<file path="config.mk">
export PLATFORM = sky130hd
export DESIGN_NAME = level_round_engine
export DESIGN_NICKNAME = d
export VERILOG_FILES = /design/src/rtl/level_round_engine.sv
export SDC_FILE = /design/constraint.sdc
export NUM_CORES = 1
export LEC_CHECK = 0
export CAP_MARGIN = 20
export CORE_UTILIZATION = 44
export DETAILED_ROUTE_END_ITERATION = 6
export PLACE_DENSITY = 0.72
export REMOVE_ABC_BUFFERS = 1
export SYNTH_ARGS = -nofsm -noshare
export SYNTH_HDL_FRONTEND = slang
export SYNTH_SLANG_ARGS = --single-unit
</file>
<file path="constraint.sdc">
create_clock -name Clk -period 2.8 [get_ports Clk]
set_clock_uncertainty 0.15 [all_clocks]
set_input_delay 0.56 -clock Clk [delete_from_list [all_inputs] [get_ports Clk]]
set_output_delay 0.56 -clock Clk [all_outputs]
set_load 0.05 [all_outputs]
</file>
<file path="src/rtl/level_round_engine.sv">
// level_round_engine: one guessing round per level.
// While start is held high, the block loads a target key sequence, then checks
// the player's key strobes against it. It reports a win (level_done) or a
// lockout (locked) together with the wrong-guess count.
module level_round_engine #(
  parameter int unsigned SEQ_LEN    = 4,
  parameter int unsigned KEY_W      = 8,
  parameter int unsigned FAIL_LIMIT = 3
) (
  input  logic                       Clk,
  input  logic                       reset_n,
  input  logic                       start,
  input  logic [SEQ_LEN*KEY_W-1:0]   target,
  input  logic [KEY_W-1:0]           key_code,
  input  logic                       key_valid,
  output logic                       level_done,
  output logic [2:0]                 guesses,
  output logic [3:0]                 position,
  output logic                       hit,
  output logic                       miss,
  output logic                       locked
);

  localparam int unsigned POS_W   = 4;
  localparam int unsigned GUESS_W = 3;
  localparam int unsigned IDX_W   = (SEQ_LEN > 1) ? $clog2(SEQ_LEN) : 1;

  localparam logic [POS_W-1:0]   LAST_POS  = POS_W'(SEQ_LEN - 1);
  localparam logic [GUESS_W-1:0] LOCK_CNT  = GUESS_W'(FAIL_LIMIT);
  localparam logic [GUESS_W-1:0] GUESS_MAX = '1;

  typedef enum logic [2:0] {
    S_IDLE   = 3'd0,
    S_LOAD   = 3'd1,
    S_PLAY   = 3'd2,
    S_DONE   = 3'd3,
    S_LOCKED = 3'd4
  } state_t;

  state_t                          state_q, state_d;
  logic [SEQ_LEN-1:0][KEY_W-1:0]   tgt_q, tgt_d;
  logic [POS_W-1:0]                pos_q, pos_d;
  logic [GUESS_W-1:0]              guess_q, guess_d;
  logic                            hit_d, miss_d;
  logic [KEY_W-1:0]                cur_key;
  logic                            key_match;
  logic [GUESS_W-1:0]              guess_inc;

  // Stored element the player is expected to enter next.
  assign cur_key   = tgt_q[pos_q[IDX_W-1:0]];
  assign key_match = (key_code == cur_key);

  // Wrong-guess increment, saturating defensively at the counter maximum.
  assign guess_inc = (guess_q == GUESS_MAX) ? GUESS_MAX : guess_q + GUESS_W'(1);

  // Next-state and next-output decode; a low start always wins and clears the round.
  always_comb begin
    state_d = state_q;
    tgt_d   = tgt_q;
    pos_d   = pos_q;
    guess_d = guess_q;
    hit_d   = 1'b0;
    miss_d  = 1'b0;

    if (!start) begin
      state_d = S_IDLE;
      pos_d   = '0;
      guess_d = '0;
    end else begin
      unique case (state_q)
        S_IDLE: begin
          state_d = S_LOAD;
        end
        S_LOAD: begin
          tgt_d   = target;
          pos_d   = '0;
          guess_d = '0;
          state_d = S_PLAY;
        end
        S_PLAY: begin
          if (key_valid) begin
            if (key_match) begin
              hit_d = 1'b1;
              if (pos_q == LAST_POS) begin
                state_d = S_DONE;
              end else begin
                pos_d = pos_q + POS_W'(1);
              end
            end else begin
              miss_d  = 1'b1;
              guess_d = guess_inc;
              if (guess_inc == LOCK_CNT) begin
                state_d = S_LOCKED;
              end
            end
          end
        end
        S_DONE: begin
          state_d = S_DONE;
        end
        S_LOCKED: begin
          state_d = S_LOCKED;
        end
        default: begin
          state_d = S_IDLE;
        end
      endcase
    end
  end

  // State, datapath and registered outputs; reset abandons the round at once.
  always_ff @(posedge Clk or negedge reset_n) begin
    if (!reset_n) begin
      state_q    <= S_IDLE;
      tgt_q      <= '0;
      pos_q      <= '0;
      guess_q    <= '0;
      hit        <= 1'b0;
      miss       <= 1'b0;
      level_done <= 1'b0;
      locked     <= 1'b0;
    end else begin
      state_q    <= state_d;
      tgt_q      <= tgt_d;
      pos_q      <= pos_d;
      guess_q    <= guess_d;
      hit        <= hit_d;
      miss       <= miss_d;
      level_done <= (state_d == S_DONE);
      locked     <= (state_d == S_LOCKED);
    end
  end

  assign position = pos_q;
  assign guesses  = guess_q;

endmodule

</file>
### Wiring by layer, run 1

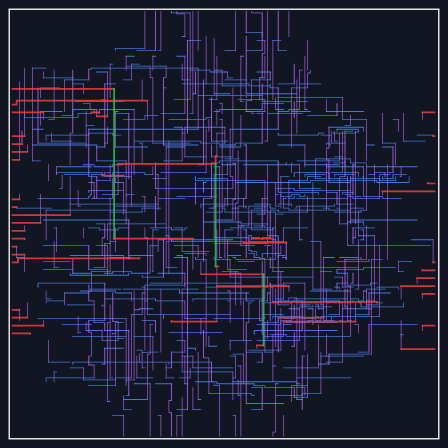
legend:
  red:
    layer: M3
    wire_length: 266 um
  green:
    layer: M4
    wire_length: 55.8 um
  blue:
    layer: M1
    wire_length: 2,050 um
  purple:
    layer: M2
    wire_length: 2,140 um
Routed WL: 4.50 mm
DR WL/cell: 14.7 um
GRT Total Usage: 0.186
vias after detailed routing: 1,669

### Selected gate families, run 1

The bar under the picture is 20 um long.
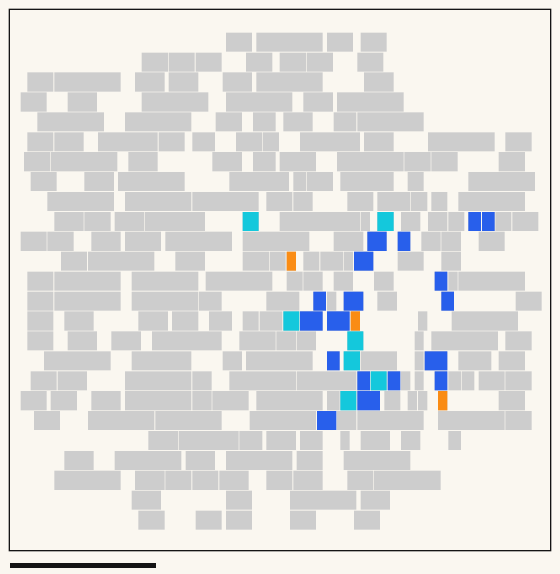
legend:
  cyan:
    family: and/or cells
    cells: 7
  blue:
    family: aoi and oai cells
    cells: 18
  orange:
    family: inv cells
    cells: 3

### Register map, names as in the netlist, run 1

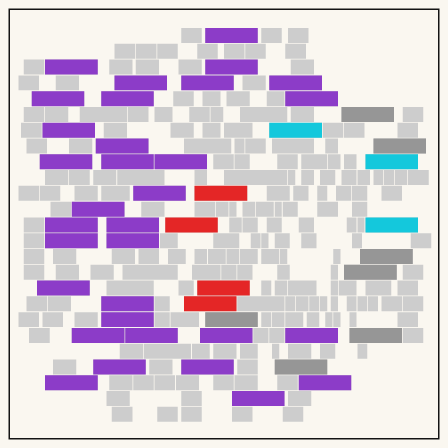
legend:
  cyan:
    netlist_name: state_q
    flops: 3
  red:
    netlist_name: position
    flops: 4
    where: centre
  purple:
    netlist_name: tgt_q
    flops: 32

### Ports around the boundary, run 1

Pins as bars across the die edge, other pins in grey.
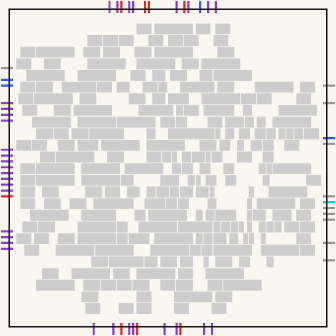
legend:
  red:
    port: key_code
    pins: 8
    direction: input
    edge: 4 top, 3 bottom, 1 left
  blue:
    port: position
    pins: 4
    direction: output
    edge: 2 left, 1 top, 1 right
  cyan:
    port: hit
    pins: 1
    direction: output
    edge: right
  purple:
    port: target
    pins: 32
    direction: input
    edge: 16 left, 8 top, 8 bottom
all pins by edge: 20 left, 13 top, 11 right, 11 bottom

==> reports/metrics.yaml, run 1 <==
met2_usage: 0.286
area_leaders: "dfrtp_1 51%, mux2_2 16%, mux4_2 7.0%"
seq_area_frac_synth: 0.508
async_reset_ff_frac: 1.00
cts_tree: "done"
r2r-start: "position[0]"
avgViaCountPerCell: 5.44
p_per_area_nw_per_um2: 632
path_cells: "buf_4 -> mux4_1 -> xnor2_1 -> nand4_1 -> o311a_1 -> or3_1"
ys_cells: 174
ir_drop_v: 0.000380
synth.ff_latch_count: 46
startpoint: "position[0]"
wl_met1_mm: 2.05
fp_util: 0.467
cap_violations: 0
start_kind: "flop"
top_area_frac: 0.508
dp.cells: 298
clock-sinks: 46
min_path_type: "flop to flop"
wl_met2_mm: 2.14
status: "completed"
postRouteAntennaNets: 0
fp.dieH_um: 73.8
cts_htree_levels: 2
finalCriticalPeriod_ns: 2.58
endpoint_kind: "flop"
period_used_share: 0.922
p_leak_nw: 1.23
max_stage_delay_ns: 0.59
detailed_place_hpwl_mm: 3.36
rrSetupSlack_ns: 0.22
## run 1: final cells by class
cell class,instances,area [sq um]
Clock buffer,5,68.8
Clock inverter,3,45.0
Fill cell,395,1780
Inverter,3,11.3
Multi-Input combinational cell,117,1070
Sequential cell,46,1150
Tap cell,67,83.8
Timing Repair Buffer,66,641
## run 1: logic make-up after synthesis
| family | synth area share |
|---|---|
| fa+ha+maj | 0.0110 |
| compound gates | 0.0806 |
| flops | 0.508 |
| mux | 0.240 |
| simple gates | 0.108 |
| buf+inv | 0.0215 |
| xor+xnor | 0.0309 |
## run 1: state kept, by name, summed over array words and instances, names as in the netlist
register and flops:
position 4, level_done 1, locked 1, miss 1, hit 1, tgt_q 32
guesses 3, state_q 3
## run 1: power breakdown
part	internal, mW	switching [mW]
clock network	0.265	0.224
logic	0.326	0.187
registers	0.842	0.0975
### The clock network, run 1

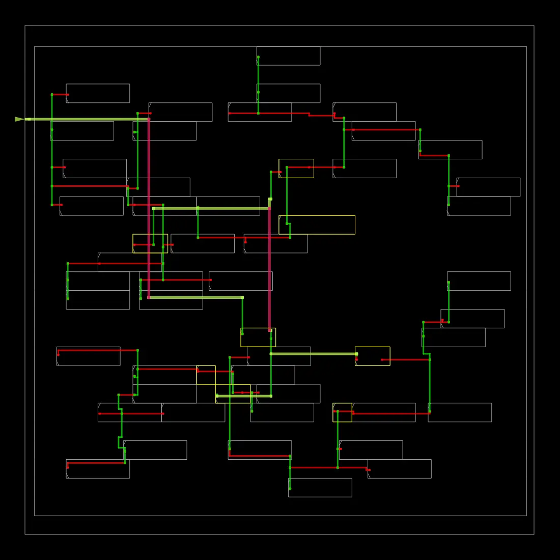

==> inputs of run 2 (changes only) <==
--- a/config.mk
+++ b/config.mk
@@ -6,9 +6,9 @@
 export NUM_CORES = 1
 export LEC_CHECK = 0
 export CAP_MARGIN = 20
-export CORE_UTILIZATION = 44
+export CORE_UTILIZATION = 39
 export DETAILED_ROUTE_END_ITERATION = 6
-export PLACE_DENSITY = 0.72
+export PLACE_DENSITY = 0.65
 export REMOVE_ABC_BUFFERS = 1
 export SYNTH_ARGS = -nofsm -noshare
 export SYNTH_HDL_FRONTEND = slang
### The clock network, run 2

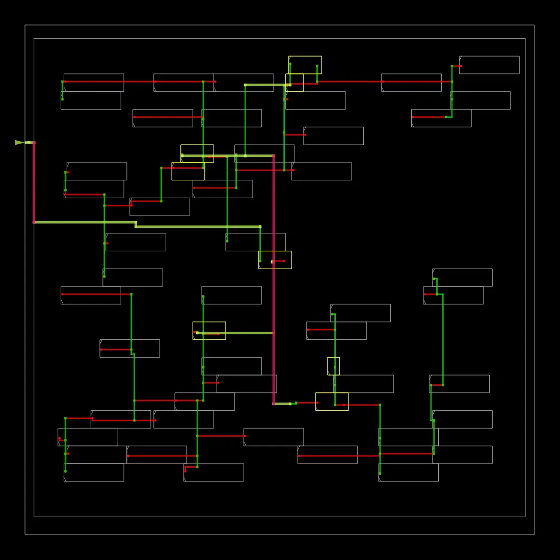
CLK BUF: 6
Flops: 46
Late-Pin Clk Latency: 0.30 ns
CTS Buf Count: 5

==> reports/metrics.yaml, run 2 <==
rrSetupSlack_ns: 0.24
ir_drop_v: 0.000297
startpoint: "position[0]"
avgRoutedWirePerCell_um: 15.3
postRouteAntennaNets: 0
finalCriticalPeriod_ns: 2.56
fp.dieH_um: 78.2
top_area_frac: 0.508
seq_area_sq_um: 1150
area_leaders: "dfrtp_1 51%, mux2_2 16%, mux4_2 7.0%"
largest_reg_flops: 32
synth_cell_types: 39
vias: 1648
fp_util: 0.409
max_stage_delay_ns: 0.57
start_kind: "flop"
p_leak_nw: 1.23
ys_cells: 174
min_path_type: "input pin to async pin"
ys.flop_type: "dfrtp_1"
cts_htree_levels: 2
status: "completed"
clock-sinks: 46
firstDrtPassIters: 4
path_cells: "buf_4 -> mux4_1 -> xnor2_1 -> nand4_1 -> o311a_1 -> or3_1"
avgViaCountPerCell: 5.28
top_cells_by_count: "46 x dfrtp_1, 32 x mux2_2, 8 x nand2_1, 8 x xnor2_1"
met2_usage: 0.289
logic_area_sq_um: 1070
endpoint_kind: "flop"
wl_met2_mm: 2.30
regMostFlops: "tgt_q"
r2r-start: "position[0]"
detailed_place_hpwl_mm: 3.60
most-common-layout-cells: "53 x clkdlybuf4s50_1, 46 x dfrtp_1, 32 x mux2_2, 12 x buf_4"
utilization: 0.549
period_used_share: 0.914
drt_wl_total_mm: 4.77
synth.ff_latch_count: 46
p_per_area_nw_per_um2: 613
wl_met1_mm: 2.19
grt.total_usage: 0.180
fill_cells: 503
### Selected gate families, run 2

The bar under the picture is 20 um long.
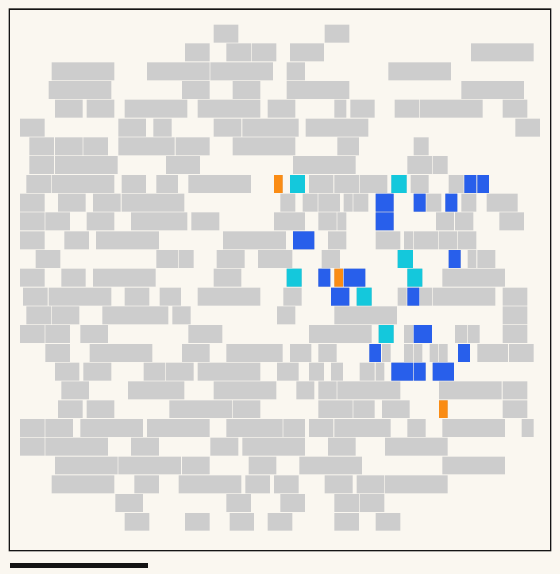
legend:
  orange:
    family: inv cells
    cells: 3
  blue:
    family: aoi and oai cells
    cells: 18
    where: middle right
  cyan:
    family: and/or cells
    cells: 7
most frequent logic cell in the layout: clkdlybuf4s50_1
final cell count without fillers: 312
Comb area share: 0.352

[run 2: cells by family after synthesis]
group	Yosys count	share of synthesized area
adders and majority gates	2	0.0110
AOI/OAI and AO/OA	25	0.0806
xor gates and xnor gates	8	0.0309
DFF	46	0.508
buffers and inverters	11	0.0215
muxes	40	0.240
and+or+nand+nor	42	0.108
[run 2: area by class of cell]
type | instances | share of cell area
flip-flops and latches | 46 | 0.378
multi-input cells | 117 | 0.352
repair buffers | 66 | 0.206
well taps | 72 | 0.0296
clock buffers | 6 | 0.0271
clock inverters | 2 | 0.00411
inverters | 3 | 0.00370
[run 2: where the power goes]
part           switching [mW]  internal (mW)  leakage [nW]  total [mW]
registers              0.0969          0.842         0.568       0.938
logic                   0.186          0.326         0.610       0.512
clock network           0.216          0.198        0.0472       0.415
total                   0.499           1.37          1.23        1.87
### Register map, names as in the netlist, run 2

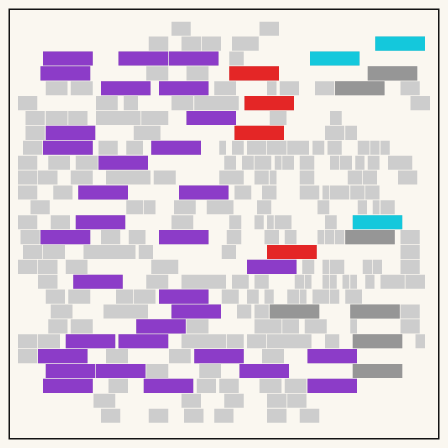

==> inputs of run 3 (changes only) <==
--- a/config.mk
+++ b/config.mk
@@ -5,7 +5,9 @@
 export SDC_FILE = /design/constraint.sdc
 export NUM_CORES = 1
 export LEC_CHECK = 0
+export ABC_CLOCK_PERIOD_IN_PS = 2800
 export CAP_MARGIN = 20
+export CORE_MARGIN = 1.5
 export CORE_UTILIZATION = 39
 export DETAILED_ROUTE_END_ITERATION = 6
 export PLACE_DENSITY = 0.65
### Register map, names as in the netlist, run 3

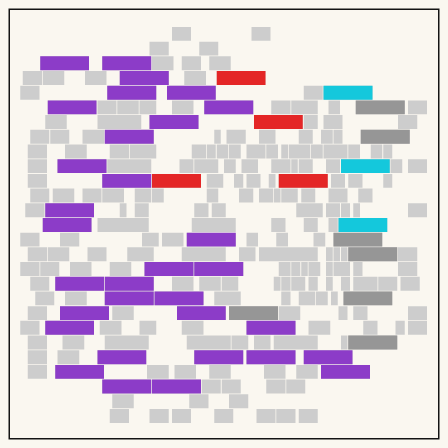
legend:
  cyan:
    netlist_name: state_q
    flops: 3
  purple:
    netlist_name: tgt_q
    flops: 32
  red:
    netlist_name: position
    flops: 4
not coloured: 7
sequential cell area: 1150 sq um
Post-Route Utilization: 0.554

### Wiring by layer, run 3

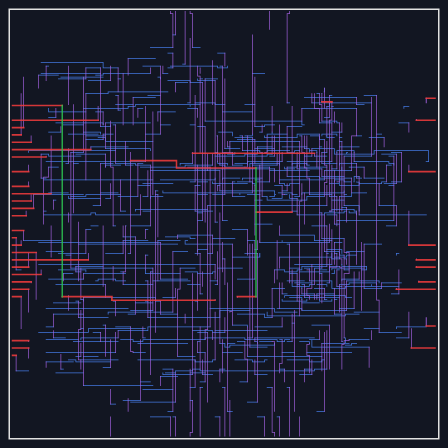
legend:
  green:
    layer: M4
    wire_length: 59.2 um
  blue:
    layer: M1
    wire_length: 2,150 um
  red:
    layer: M3
    wire_length: 247 um
  purple:
    layer: M2
    wire_length: 2,250 um

==> reports/metrics.yaml, run 3 <==
grt.total_usage: 0.170
min_path_type: "flop to flop"
taps: 72
muxShareOfSynthArea: 0.240
layout.cells.most_common: "clkdlybuf4s50_1"
period_used_share: 0.926
non_clock_buffer_count: 67
p_sw_frac: 0.261
ir_drop_v: 0.000275
p_comb_frac: 0.263
final-clk-cell-share: 0.0359
largest_class: "flip-flops and latches"
path_cells: "buf_4 -> mux4_2 -> xnor2_1 -> nand4_1 -> o311a_1 -> or3_1"
p_per_area_nw_per_um2: 631
compound_area_frac: 0.0806
p_leak_nw: 1.23
area_leaders: "dfrtp_1 51%, mux2_2 16%, mux4_2 7.0%"
top_cells_by_count: "46 x dfrtp_1, 32 x mux2_2, 8 x nand2_1, 8 x xnor2_1"
vias: 1617
p_clk_uw: 488
cap_violations: 0
xor_share: 0.0309
nonClkBufAreaFrac: 0.207
most-common-layout-cells: "53 x clkdlybuf4s50_1, 46 x dfrtp_1, 32 x mux2_2, 12 x buf_4"
fp_util: 0.409
clock-sinks: 46
yosys.area_share.simple: 0.108
status: "completed"
regMostFlops: "tgt_q"
seq_area_frac_synth: 0.508
nClkBuffers: 6
rrSetupSlack_ns: 0.21
ys.flop_type: "dfrtp_1"
largest_reg_flops: 32
firstDrtPassIters: 4
max_stage_delay_ns: 0.52
avgRoutedWirePerCell_um: 15.0
seq_cells: 46
top_area_frac: 0.508
p_int_mw: 1.43
logic_gate_count: 117
-- run 3: netlist changes by cell type in the layout (fill, tap and decap cells not counted), sizes merged --
cell         previous run  this run
clkinv                  1         0
bufinv                  0         1
dlygate4sd3             0         1
-- run 3: routing by layer --
metal / vias up / GRT usage / part of all wire
met4: 0 / 0.0526 / 0.013
met1: 788 / 0.226 / 0.46
met2: 43 / 0.266 / 0.48
met5: - / 0 / 0
li1: 781 / - / -
met3: 5 / 0.0529 / 0.052
-- run 3: worst min path at each step --
stage	cells past startpoint	start	end
floorplan	0	reset_n	guesses[0]
global placement	1	reset_n	guesses[0]
detailed placement	1	reset_n	guesses[0]
CTS	1	tgt_q[30]	tgt_q[30]
global route	1	tgt_q[28]	tgt_q[28]
finish	1	tgt_q[30]	tgt_q[30]
Power and IR drop assume default switching activity.
